Fig. 1: run 1, clock wires, drivers and flops
Bar = 20 um.
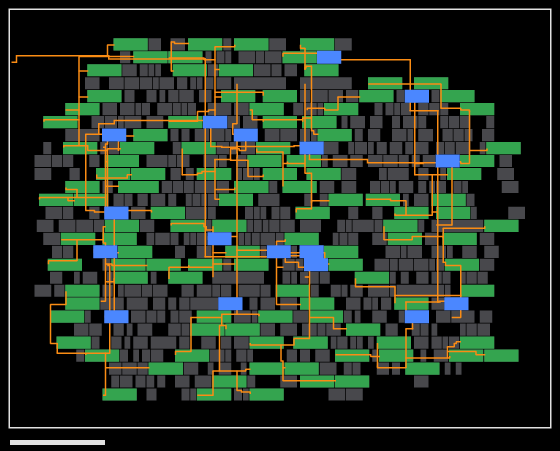
Fig. 2: run 1, logic cells by family
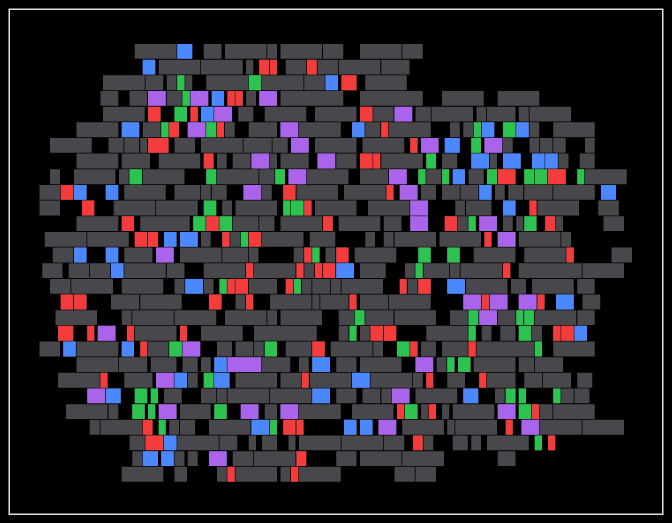
Fig. 3: run 1, sequential cells coloured by netlist name
Bar = 20 um. Other sequential cells in the stronger grey, the rest of the logic in the fainter grey.
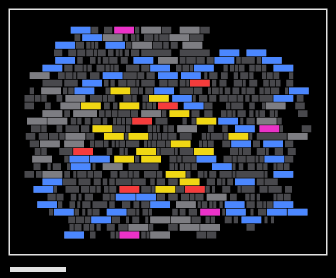
File: src/rtl/button_conditioner_pkg.sv
// Shared constants for the front-panel button conditioner.
// Holds the default tick counts and the button index map used by the
// conditioner and by anything that consumes its per-button outputs.
package button_conditioner_pkg;

  localparam int N_BUTTONS_DEF      = 6;
  localparam int DEBOUNCE_TICKS_DEF = 4;     // 100us ticks to accept a new level
  localparam int REPEAT_DELAY_DEF   = 5000;  // 500 ms to first auto-repeat
  localparam int REPEAT_RATE_DEF    = 1000;  // 100 ms between later repeats

  localparam logic [N_BUTTONS_DEF-1:0] REPEAT_MASK_DEF = 6'b111100;

  localparam int BTN_MODE = 0;
  localparam int BTN_LOAD = 1;
  localparam int BTN_TL   = 2;
  localparam int BTN_TR   = 3;
  localparam int BTN_BL   = 4;
  localparam int BTN_BR   = 5;

endpackage

File: src/rtl/button_conditioner_debounce_cell.sv
// One button's debounce and auto-repeat state.
// Ports:
//   clk            system clock
//   reset          synchronous, active-high
//   tick_en        one-cycle debounce tick, shared by all cells
//   sample         synchronised button state, 1 = pressed
//   level          debounced state, 1 = pressed
//   press          one-cycle strobe on debounced press and on each repeat
//   release_pulse  one-cycle strobe on debounced release
module button_debounce_cell
  import button_conditioner_pkg::*;
#(
  parameter int DEBOUNCE_TICKS = DEBOUNCE_TICKS_DEF,
  parameter int REPEAT_DELAY   = REPEAT_DELAY_DEF,
  parameter int REPEAT_RATE    = REPEAT_RATE_DEF,
  parameter bit REPEAT_EN      = 1'b0
) (
  input  logic clk,
  input  logic reset,
  input  logic tick_en,
  input  logic sample,
  output logic level,
  output logic press,
  output logic release_pulse
);

  localparam int DB_W = $clog2(DEBOUNCE_TICKS + 1);
  localparam int RP_W = $clog2(REPEAT_DELAY + 1);

  localparam logic [DB_W-1:0] DB_LAST   = DB_W'(DEBOUNCE_TICKS - 1);
  localparam logic [RP_W-1:0] RP_LAST   = RP_W'(REPEAT_DELAY - 1);
  localparam logic [RP_W-1:0] RP_RELOAD = RP_W'(REPEAT_DELAY - REPEAT_RATE);

  logic [DB_W-1:0] db_cnt;
  logic [RP_W-1:0] rp_cnt;
  logic            level_q;
  logic            rep_hit;
  logic            flip;

  // Level changes on this tick; a repeat must not fire on the tick that
  // releases the button.
  assign flip = tick_en && (sample != level) && (db_cnt == DB_LAST);

  always_ff @(posedge clk) begin
    if (reset) begin
      db_cnt        <= '0;
      rp_cnt        <= '0;
      level         <= 1'b0;
      level_q       <= 1'b0;
      rep_hit       <= 1'b0;
      press         <= 1'b0;
      release_pulse <= 1'b0;
    end else begin
      if (tick_en) begin
        if (sample == level) begin
          db_cnt <= '0;
        end else if (db_cnt == DB_LAST) begin
          level  <= sample;
          db_cnt <= '0;
        end else begin
          db_cnt <= db_cnt + 1'b1;
        end
      end

      // The counter stops one short of the delay and reloads, so it never
      // holds REPEAT_DELAY and cannot wrap.  rep_hit is delayed by one cycle
      // so repeats share the latency of the initial press strobe.
      rep_hit <= 1'b0;
      if (!REPEAT_EN || !level) begin
        rp_cnt <= '0;
      end else if (tick_en && !flip) begin
        if (rp_cnt == RP_LAST) begin
          rp_cnt  <= RP_RELOAD;
          rep_hit <= 1'b1;
        end else begin
          rp_cnt <= rp_cnt + 1'b1;
        end
      end

      level_q       <= level;
      press         <= (level & ~level_q) | rep_hit;
      release_pulse <= ~level & level_q;
    end
  end

endmodule

File: src/rtl/button_conditioner.sv
// Front-panel button conditioner: synchronises raw active-low buttons,
// debounces them on the 100us tick and produces levels plus press/release
// strobes, with auto-repeat on masked buttons.
// Ports:
//   clk_2M5         2.5 MHz system clock
//   reset           synchronous, active-high
//   debounce_pulse  100us tick level from slow_clock_pulse (not a clock)
//   buttons_n       raw pins, active-low, asynchronous
//   level           debounced state, 1 = pressed
//   press           one-cycle strobe on press and on each auto-repeat
//   release_pulse   one-cycle strobe on release ("release" is a reserved word)
module button_conditioner
  import button_conditioner_pkg::*;
#(
  parameter int N_BUTTONS      = N_BUTTONS_DEF,
  parameter int DEBOUNCE_TICKS = DEBOUNCE_TICKS_DEF,
  parameter int REPEAT_DELAY   = REPEAT_DELAY_DEF,
  parameter int REPEAT_RATE    = REPEAT_RATE_DEF,
  parameter logic [N_BUTTONS-1:0] REPEAT_MASK = N_BUTTONS'(REPEAT_MASK_DEF)
) (
  input  logic                 clk_2M5,
  input  logic                 reset,
  input  logic                 debounce_pulse,
  input  logic [N_BUTTONS-1:0] buttons_n,
  output logic [N_BUTTONS-1:0] level,
  output logic [N_BUTTONS-1:0] press,
  output logic [N_BUTTONS-1:0] release_pulse
);

  logic [N_BUTTONS-1:0] btn_s1;
  logic [N_BUTTONS-1:0] btn_s2;
  logic [N_BUTTONS-1:0] sample;
  logic                 dp_s1;
  logic                 dp_s2;
  logic                 dp_s3;
  logic                 tick_en;

  // Synchronisers reset to the released state so a held button has to
  // re-debounce after reset.  tick_en is registered, giving a fixed
  // three-cycle latency from a debounce_pulse rising edge.
  always_ff @(posedge clk_2M5) begin
    if (reset) begin
      btn_s1  <= '1;
      btn_s2  <= '1;
      dp_s1   <= 1'b0;
      dp_s2   <= 1'b0;
      dp_s3   <= 1'b0;
      tick_en <= 1'b0;
    end else begin
      btn_s1  <= buttons_n;
      btn_s2  <= btn_s1;
      dp_s1   <= debounce_pulse;
      dp_s2   <= dp_s1;
      dp_s3   <= dp_s2;
      tick_en <= dp_s2 & ~dp_s3;
    end
  end

  assign sample = ~btn_s2;

  for (genvar i = 0; i < N_BUTTONS; i++) begin : g_cell
    button_debounce_cell #(
      .DEBOUNCE_TICKS (DEBOUNCE_TICKS),
      .REPEAT_DELAY   (REPEAT_DELAY),
      .REPEAT_RATE    (REPEAT_RATE),
      .REPEAT_EN      (REPEAT_MASK[i])
    ) u_cell (
      .clk           (clk_2M5),
      .reset         (reset),
      .tick_en       (tick_en),
      .sample        (sample[i]),
      .level         (level[i]),
      .press         (press[i]),
      .release_pulse (release_pulse[i])
    );
  end

endmodule
File: config.mk
export PLATFORM = sky130hd
export DESIGN_NAME = button_conditioner
export DESIGN_NICKNAME = d
export VERILOG_FILES = /design/src/rtl/button_conditioner_pkg.sv /design/src/rtl/button_conditioner_debounce_cell.sv /design/src/rtl/button_conditioner.sv
export SDC_FILE = /design/constraint.sdc
export NUM_CORES = 1
export LEC_CHECK = 0
export CAP_MARGIN = 5
export CORE_ASPECT_RATIO = 0.75
export CORE_MARGIN = 5
export CORE_UTILIZATION = 61
export CTS_BUF_LIST = sky130_fd_sc_hd__clkbuf_4 sky130_fd_sc_hd__clkbuf_8
export CTS_CLUSTER_DIAMETER = 60
export CTS_CLUSTER_SIZE = 8
export DETAILED_ROUTE_END_ITERATION = 6
export GPL_TIMING_DRIVEN = 0
export HOLD_SLACK_MARGIN = 0.05
export PLACE_DENSITY = 0.84
export REMOVE_ABC_BUFFERS = 1
export SLEW_MARGIN = 20
export SYNTH_ARGS = -nofsm -noshare
export SYNTH_HDL_FRONTEND = slang
export SYNTH_SLANG_ARGS = --single-unit
File: constraint.sdc
create_clock -name clk_2M5 -period 2.64 [get_ports clk_2M5]
set_clock_uncertainty 0.2 [all_clocks]
set_input_delay 0.528 -clock clk_2M5 [delete_from_list [all_inputs] [get_ports clk_2M5]]
set_output_delay 0.528 -clock clk_2M5 [all_outputs]
set_load 0.01 [all_outputs]
==> flow_summary_export.csv, run 1 <==
group,metric,value,unit
outcome,status,"finished, final reports clean",
final_timing,setup_violations,0,
placement,hpwlAfterDp,6326,um
finish,num-fill-cells,575,
final_timing,finalSetupTns,0,ns
placement,gp_congestion,0.8329,
floorplanning,rows,28,
setup_path,cp_slowest_cell,"clkdlybuf4s50_1",
final_timing,fin_crit_sh,85.10,%
floorplanning,initCoreUtil,62.15,%
synthesis,synth-edff-count,0,
finish,buf_share,4.997,%
clock_tree,cts_tree,"built",
setup_path,rrSetupSlack,0.40,ns
setup_path,worst_r2r_endpoint,"g_cell[5].u_cell.rp_cnt[12]$_SDFFE_PP0P_",
floorplanning,die_x,113.3,um
final_timing,finalWorstSetupSlack,0.3935,ns
clock_tree,cts_max_level,4,
floorplanning,ios,27,
finish,antennaDiodeCount,0,
job,warnings,25,
global_route,grt_max_degree,46,
setup_path,cp_num_buf_inv,1,
floorplanning,die-area,0.009902,mm2
global_route,grt_busiest_layer,"met2",
synthesis,avgSynthCellArea,9.308,um2
synthesis,ys_cells,524,
synthesis,ys_seq_share,46.79,%
detailed_routing,drt_wl_total,9616,um
finish,area_dominant_class,"combinational gates",
global_route,track_usage,20.48,%
global_route,grt_use_met1,24.99,%
synthesis,synthArstFlopShare,0,%
power_and_ir_drop,p_per_area,653.6,mW/mm2
setup_path,crit_required,1.91,ns
synthesis,synthCells,524,
finish,n_all_inverters,13,
finish,fin_util,70.20,%
setup_path,reg2reg_depth,4,
job,maxCapViolCount,0,
global_route,grt_overflow,0,
floorplanning,n_tap_cell,105,
placement,numPlacedInstances,619,
Back to the opening pictures, Fig. 1:
[clock wires] orange | length: 1380 um
[cells driving clock nets] blue | count: 17
[flip-flops] green | count: 114
routed clock nets: 18
Clk. pwr: 0.00180 W
clock power share: 50.1%
clk_lat worst skew: 0.42 ns

Back to the opening pictures, Fig. 2:
[XOR/XNOR gates] purple | cells: 39
[NAND gates] green | cells: 60
[AND and OR gates] blue | cells: 46 | where: widely spread
[NOR gates] red | cells: 84 | where: widely spread
Comb/total area: 42.15%
non-filler cells, final: 651
dominant logic cell type in the layout: dfxtp_1

Back to the opening pictures, Fig. 3:
[g_cell.u_cell.db_cnt] yellow | sequential cells: 18 | where: centre
[g_cell.u_cell.rep_hit] magenta | sequential cells: 4
[g_cell.u_cell.level] red | sequential cells: 6 | where: centre
[g_cell.u_cell.rp_cnt] blue | sequential cells: 52 | where: widely spread
not coloured: 34
total sequential power: 0.00174 W
Register Area: 0.002286 mm2

[run 1: power groups by stage]
stage                     sequential (W)  combinational [W]  clock, W
final                            0.00174          0.0000571   0.00180
after global routing             0.00174          0.0000633   0.00191
after CTS                        0.00174          0.0000571   0.00183
after detailed placement         0.00178          0.0000565         0
after global placement           0.00178          0.0000530         0
after floorplan                  0.00178          0.0000263         0
[run 1: registers in the layout, summed over array words and instances, names as in the netlist]
signal                       count
g_cell.u_cell.rep_hit            4
dp_s2                            1
g_cell.u_cell.db_cnt            18
dp_s1                            1
g_cell.u_cell.rp_cnt            52
g_cell.u_cell.press              6
g_cell.u_cell.level_q            6
btn_s2                           6
g_cell.u_cell.level              6
dp_s3                            1
btn_s1                           6
g_cell.u_cell.release_pulse      6
tick_en                          1
[run 1: synthesized netlist by cell type (2+ instances only)]
cell type / instances / share of area [%]
dfxtp_1: 114 / 47
nor2_1: 45 / 3.5
a21oi_1: 42 / 4.3
nand2_1: 26 / 2.0
xnor2_1: 23 / 4.1
buf_4: 18 / 2.8
clkbuf_1: 16 / 1.2
nand4_1: 16 / 2.1
o21ai_0: 15 / 1.5
or2_2: 15 / 1.9
xor2_1: 15 / 2.7
nor2b_1: 14 / 1.8
inv_1: 13 / 1.0
nand3_1: 12 / 1.2
a211oi_1: 10 / 1.5
ha_1: 10 / 2.6
nor3_1: 10 / 1.0
nor4_1: 9 / 1.2
a311oi_1: 7 / 1.3
and3b_1: 7 / 1.3
a31oi_1: 6 / 0.77
nand2b_1: 6 / 0.77
o31ai_1: 6 / 0.92
or4_1: 6 / 0.92
a2111oi_0: 5 / 0.90
and3_1: 5 / 0.64
o211ai_1: 5 / 0.77
or3_1: 5 / 0.64
o21ai_1: 4 / 0.41
and4_1: 3 / 0.54
nor4b_1: 3 / 0.54
o31a_1: 3 / 0.54
a211o_1: 2 / 0.36
a21o_1: 2 / 0.31
a31o_2: 2 / 0.36
and2_1: 2 / 0.26
mux2i_1: 2 / 0.41
nor3b_1: 2 / 0.31
o2111ai_1: 2 / 0.36
o21a_1: 2 / 0.31
or2b_2: 2 / 0.36
[run 1: placed cells by master, fill, tap and decap left out, types with 12 or more instances in the layout]
| cell type | n |
|---|---|
| xor2_1 | 15 |
| nand4_1 | 16 |
| nand3_1 | 12 |
| nor2b_1 | 14 |
| nor2_1 | 45 |
| xnor2_1 | 23 |
| dfxtp_1 | 113 |
| clkdlybuf4s50_1 | 25 |
| clkbuf_8 | 20 |
| nand2_1 | 26 |
| o21ai_0 | 15 |
| inv_1 | 13 |
| a21oi_1 | 42 |
| or2_2 | 15 |
[run 1: cells by family (layout without fill, tap and decap cells)]
kind of cell    count (synthesis)  in the layout  synth area share, %
fa+ha+maj                      10             10                2.565
flops                         114            114                46.79
simple gates                  190            190                21.24
compound gates                119            119                16.24
buf+inv                        50             72                5.593
mux                             2              2               0.4105
xor+xnor                       39             39                7.158
[run 1: layer usage]
layer	up-vias	share of wire [%]
met4	0	1.3
met1	1814	46
met5	-	0
li1	1897	-
met3	12	4.6
met2	103	48
[run 1: repair_timing]
action,in CTS,in global routing
setup buffers,0,0
hold endpoints to repair,0,0
hold buffers,0,0
setup endpoints to repair,0,1
gates resized,0,1
Fig. 4: run 1, cells coloured by class
Bar = 20 um.
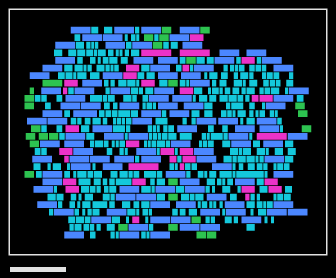

==> run 1 -> run 2 <==
- GPL_ROUTABILITY_DRIVEN: not set -> 0
- SETUP_SLACK_MARGIN: not set -> 0.15
- SLEW_MARGIN: 20 -> 25
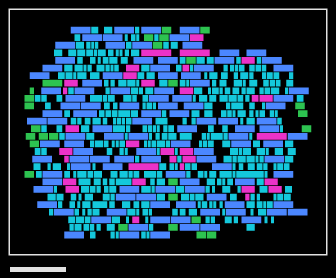
Fig. 5. Cells coloured by class (run 2).
Bar = 20 um.
[flops] blue | cells: 114 | share of their area: 42%
[all other logic] cyan | cells: 374 | share of their area: 44%
[clock drivers and dummy loads] magenta | cells: 32 | share of their area: 8.3%
[other buffers and delay cells] green | cells: 27 | share of their area: 5.1%
CORE AREA: 0.007848 mm2
Core Rows: 28
sequential share of cell area: 41.43%
post-route cell area: 0.005518 mm2
final core occ: 70.31%

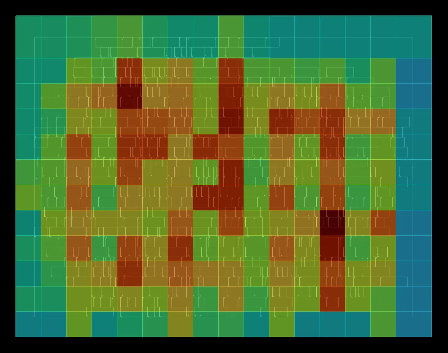
Fig. 6. Routing congestion (run 2).
overall routing resource usage: 20.61%
met3 Use GR: 4.792%
Top Usage Layer GRT: met2

==> run 2 against run 1 <==
Net effect:
- sequential share of layout area is 0.066 points lower
- cell count increased by 0.15%
- via count grew 0.81%
- flip-flop count did not move
- critical path depth unchanged
- clock power is essentially flat
- register-to-register slack improved by 0.04 ns
- largest power group unchanged
- total power about the same
- maximum frequency shrank 0.20%
- combinational power grew 0.7%
- clock-buffer cell count unchanged
==> flow_summary_export.csv, run 2 <==
group,metric,value,unit
job,maxCapViolCount,0,
detailed_routing,top_layer,"met4",
global_route,grt_max_degree,46,
detailed_routing,wl_met1,4418,um
clock_tree,insertion_delay,0.43,ns
synthesis,yosys.area.top_type_share,46.79,%
finish,largest-register,"g_cell.u_cell.rp_cnt",
outcome,status,"finished, final reports clean",
synthesis,adder_share,2.565,%
finish,top_regs,"g_cell.u_cell.rp_cnt (52), g_cell.u_cell.db_cnt (18)",
clock_tree,cts_max_level,4,
finish,antennaDiodeCount,0,
detailed_routing,dr_wl_met3,491,um
synthesis,ys_top_cells_by_count,"dfxtp_1, nor2_1, a21oi_1",
finish,flop_area,0.002286,mm2
setup_path,cp_num_buf_inv,1,
setup_path,rrSetupSlack,0.44,ns
synthesis,xor_share,7.158,%
clock_tree,hold_buffers,0,
final_timing,finalWorstSetupSlack,0.3891,ns
final_timing,setup_violations,0,
setup_path,cp_slowest_cell,"clkdlybuf4s50_1",
setup_path,crit_required,1.91,ns
floorplanning,ios,27,
synthesis,mux_area_share,0.4105,%
finish,mostFrequentLayoutCell,"dfxtp_1",
synthesis,ys_seq_share,46.79,%
finish,largest_reg_flops,52,
floorplanning,initCoreUtil,62.15,%
-- run 2: netlist changes by cell type in the layout (fill, tap and decap cells not counted) --
| cell | delta |
|---|---|
| clkinvlp_4 | +1 |
| inv_1 | -1 |
| clkinvlp_2 | +1 |
-- run 2: layout make-up --
type	instances	area share, %
clock buffers	22	5.261
clock inverters	10	2.812
inverters	13	0.9524
multi-input cells	360	42.09
flip-flops and latches	114	41.43
well taps	105	2.381
repair buffers	27	4.989
repair inverters	1	0.09070
-- run 2: how the worst min path moves through the flow --
stage | end | slack [ns] | from
3_3_place_gp | tick_en$_SDFF_PP0_ | 0.17 | dp_s3$_SDFF_PP0_
5_1_grt | tick_en$_SDFF_PP0_ | 0.20 | dp_s3$_SDFF_PP0_
2_1_floorplan | tick_en$_SDFF_PP0_ | 0.17 | dp_s3$_SDFF_PP0_
4_1_cts | tick_en$_SDFF_PP0_ | 0.18 | dp_s3$_SDFF_PP0_
3_5_place_dp | tick_en$_SDFF_PP0_ | 0.18 | dp_s3$_SDFF_PP0_
6_report | tick_en$_SDFF_PP0_ | 0.18 | dp_s3$_SDFF_PP0_
-- run 2: kinds of logic after synthesis --
group / after synthesis
buffers and inverters: 50
AND-OR/OR-AND: 119
XOR/XNOR: 39
multiplexers: 2
flip-flops: 114
AND/OR/NAND/NOR: 190
adder cells (fa/ha/maj): 10
-- run 2: metal layers --
layer | vias to the layer above | track usage [%]
met1 | 1834 | 25.21
met4 | 0 | 11.14
met3 | 11 | 4.792
met5 | - | 0
li1 | 1904 | -
met2 | 108 | 33.98
-- run 2: repair_timing --
item	in CTS	in global routing
setup endpoints to repair	1	0
hold endpoints to repair	0	0
setup buffers	0	0
resized	2	0
-- run 2: metrics by stage --
stage | util, % | hold slack, ns | power [W] | setup TNS [ns]
final | 70.31 | 0.1811 | 0.003600 | 0
after global routing | 70.31 | 0.1984 | 0.003717 | 0
after CTS | 70.31 | 0.1839 | 0.003624 | 0
after detailed placement | 64.49 | 0.1760 | 0.001836 | 0
after global placement | 64.29 | 0.1716 | 0.001832 | -35.25
after floorplan | - | 0.1674 | 0.001803 | 0
-- run 2: power by group --
group	switching, W	total (W)	internal [W]
registers	0.0000101	0.00174	0.00173
logic	0.0000308	0.0000575	0.0000267
clock network	0.000683	0.00180	0.00112
total	0.000724	0.00360	0.00288
Fig. 7: run 2, logic cells by family
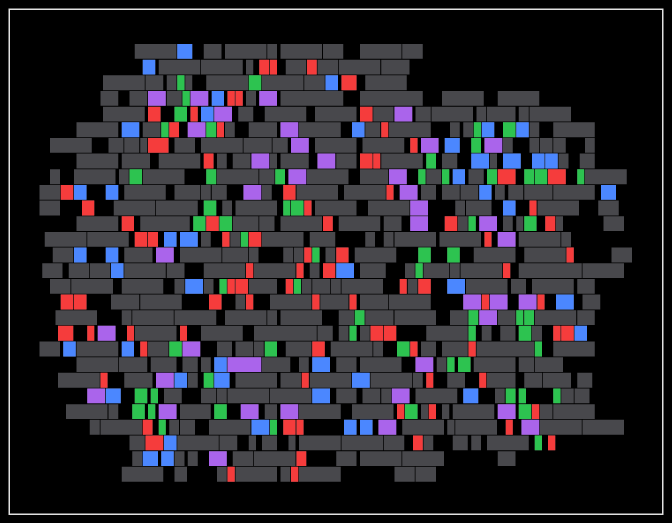

==> run 2 -> run 3 <==
- CORE_UTILIZATION: 61 -> 55
- PLACE_DENSITY: 0.84 -> 0.77
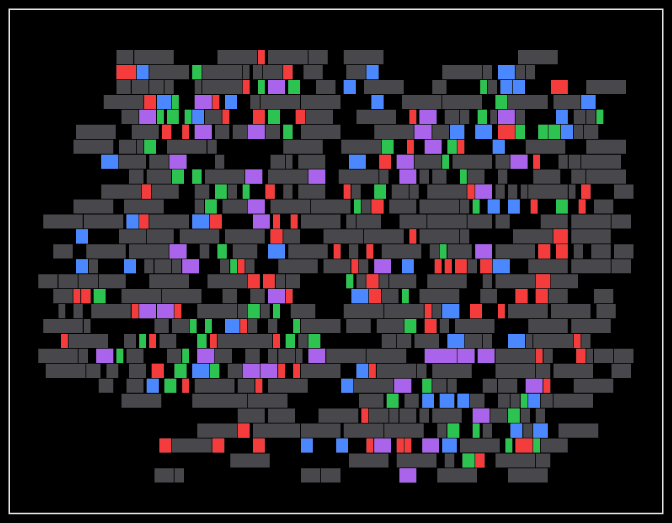
Fig. 8. Logic cells by family (run 3).
[NAND gates] green | cells: 60
[NOR gates] red | cells: 84
[AND and OR gates] blue | cells: 46
[XOR/XNOR gates] purple | cells: 39
non-filler cells, final: 655
Comb/total area: 42.62%

==> run 3 against run 2 <==
Net effect:
- worst hold slack worse by 0.0064 ns
- clock-buffer cell count is 5 higher
- sequential share of layout area is 0.52 points higher
- routed wire length is 6.2% lower
- area after synthesis stayed put
- via count is 3.2% lower
- first-iteration DRC count is 22% higher
- synthesized cell count stayed put
- design area is 1.2% lower
- worst setup slack better by 0.018 ns
- combinational power is 1% higher
- global-route usage is 3.0 points lower
==> flow_summary_export.csv, run 3 <==
group,metric,value,unit
outcome,status,"finished, final reports clean",
final_timing,fin_crit_sh,84.59,%
global_route,grtUsageMet3,6.398,%
power_and_ir_drop,p_per_area,597.9,mW/mm2
synthesis,area_leaders,"dfxtp_1, a21oi_1, xnor2_1",
final_timing,setup_violations,0,
power_and_ir_drop,power.share.combinational,1.8,%
clock_tree,cts_tree,"built",
finish,layout_top_cells,"dfxtp_1, nor2_1, a21oi_1",
floorplanning,die-area,0.01087,mm2
synthesis,top_area_cell,"dfxtp_1",
finish,mostFrequentLayoutCell,"dfxtp_1",
setup_path,reg2reg_depth,5,
setup_path,worst_r2r_endpoint,"g_cell[4].u_cell.rp_cnt[11]$_SDFFE_PP0P_",
finish,top_regs,"g_cell.u_cell.rp_cnt (52), g_cell.u_cell.db_cnt (18)",
finish,antennaDiodeCount,0,
synthesis,yosys.area.top_type_share,46.79,%
floorplanning,initCoreUtil,56.96,%
global_route,track_usage,17.63,%
floorplanning,die_x,118.7,um
synthesis,ys_cells,524,
final_timing,finalSetupTns,0,ns
global_route,grtUsageMet2,26.52,%
synthesis,synth-edff-count,0,
setup_path,rrSetupSlack,0.42,ns
power_and_ir_drop,netSwitchingFraction,20.88,%
synthesis,synthCells,524,
global_route,grt_overflow,0,
clock_tree,cts_max_level,4,
final_timing,whs,0.1747,ns
global_route,grt_busiest_layer,"met2",
floorplanning,ios,27,
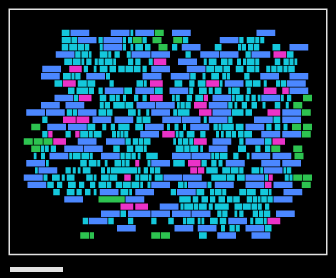
Fig. 9. Cells coloured by class (run 3).
Bar = 20 um.
[clock drivers and dummy loads] magenta | cells: 32 | share of their area: 6.9%
[flops] blue | cells: 114 | share of their area: 43%
[other buffers and delay cells] green | cells: 27 | share of their area: 5.3%
[all other logic] cyan | cells: 374 | share of their area: 45%
sequential share of cell area: 41.95%
final core occ: 63.63%
post-route cell area: 0.005449 mm2
CORE AREA: 0.008563 mm2
Core Rows: 29

-- run 3: netlist changes by cell type in the layout (fill, tap and decap cells not counted) --
cell	before	now
bufinv_16	4	0
clkbuf_4	2	5
clkbuf_8	20	22
clkinvlp_4	3	1
buf_12	1	0
buf_16	0	1
clkinv_2	4	5
-- run 3: logic make-up after synthesis --
kind of cell	count (synthesis)	synth area share [%]
AND-OR/OR-AND	119	16.24
XOR/XNOR	39	7.158
adder cells (fa/ha/maj)	10	2.565
buffers and inverters	50	5.593
flip-flops	114	46.79
multiplexers	2	0.4105
AND/OR/NAND/NOR	190	21.24
-- run 3: layer usage --
| metal | vias to the layer above | wire length, um | share of wire, % |
|---|---|---|---|
| li1 | 1899 | - | - |
| met1 | 1738 | 4521 | 50 |
| met2 | 79 | 4011 | 44 |
| met3 | 18 | 395 | 4.3 |
| met4 | 0 | 170 | 1.9 |
| met5 | - | 0 | 0 |
-- run 3: how the worst min path moves through the flow --
| stage | start | to | cells after the start |
|---|---|---|---|
| finish | dp_s3$_SDFF_PP0_ | tick_en$_SDFF_PP0_ | 1 |
| global route | dp_s3$_SDFF_PP0_ | tick_en$_SDFF_PP0_ | 1 |
| CTS | dp_s3$_SDFF_PP0_ | tick_en$_SDFF_PP0_ | 1 |
| detailed placement | dp_s3$_SDFF_PP0_ | tick_en$_SDFF_PP0_ | 1 |
| global placement | dp_s3$_SDFF_PP0_ | tick_en$_SDFF_PP0_ | 1 |
| floorplan | dp_s3$_SDFF_PP0_ | tick_en$_SDFF_PP0_ | 1 |
-- run 3: worst reg2reg max path: cells and delay by family, from the launching register on --
family | cells | cell delay [ns]
adder cells (fa/ha/maj) | 1 | 0.20
AND/OR/NAND/NOR | 2 | 0.82
flip-flops | 1 | 0.38
AND-OR/OR-AND | 2 | 0.51
-- run 3: what timing repair did --
item | in CTS | in global routing
gates cloned | 1 | 0
hold buffers | 0 | 0
buffers inserted | 0 | 0
resized | 1 | 1
setup endpoints to repair | 1 | 14
-- run 3: power by group through the flow --
| stage | logic (W) | registers (W) | clock network (W) |
|---|---|---|---|
| final | 0.0000582 | 0.00174 | 0.00146 |
| after global routing | 0.0000650 | 0.00174 | 0.00159 |
| after CTS | 0.0000587 | 0.00174 | 0.00149 |
| after detailed placement | 0.0000577 | 0.00178 | 0 |
| after global placement | 0.0000535 | 0.00178 | 0 |
| after floorplan | 0.0000263 | 0.00178 | 0 |
-- run 3: layout make-up --
| cell class | instances | area [um2] |
|---|---|---|
| Clock buffer | 27 | 340.3 |
| Clock inverter | 5 | 25.02 |
| Fill cell | 703 | 3114 |
| Inverter | 13 | 52.55 |
| Multi-Input combinational cell | 360 | 2322 |
| Sequential cell | 114 | 2286 |
| Tap cell | 108 | 135.1 |
| Timing Repair Buffer | 27 | 282.8 |
| Timing Repair inverter | 1 | 5.005 |
No activity file was given, so power comes from the tool's default toggle rates.
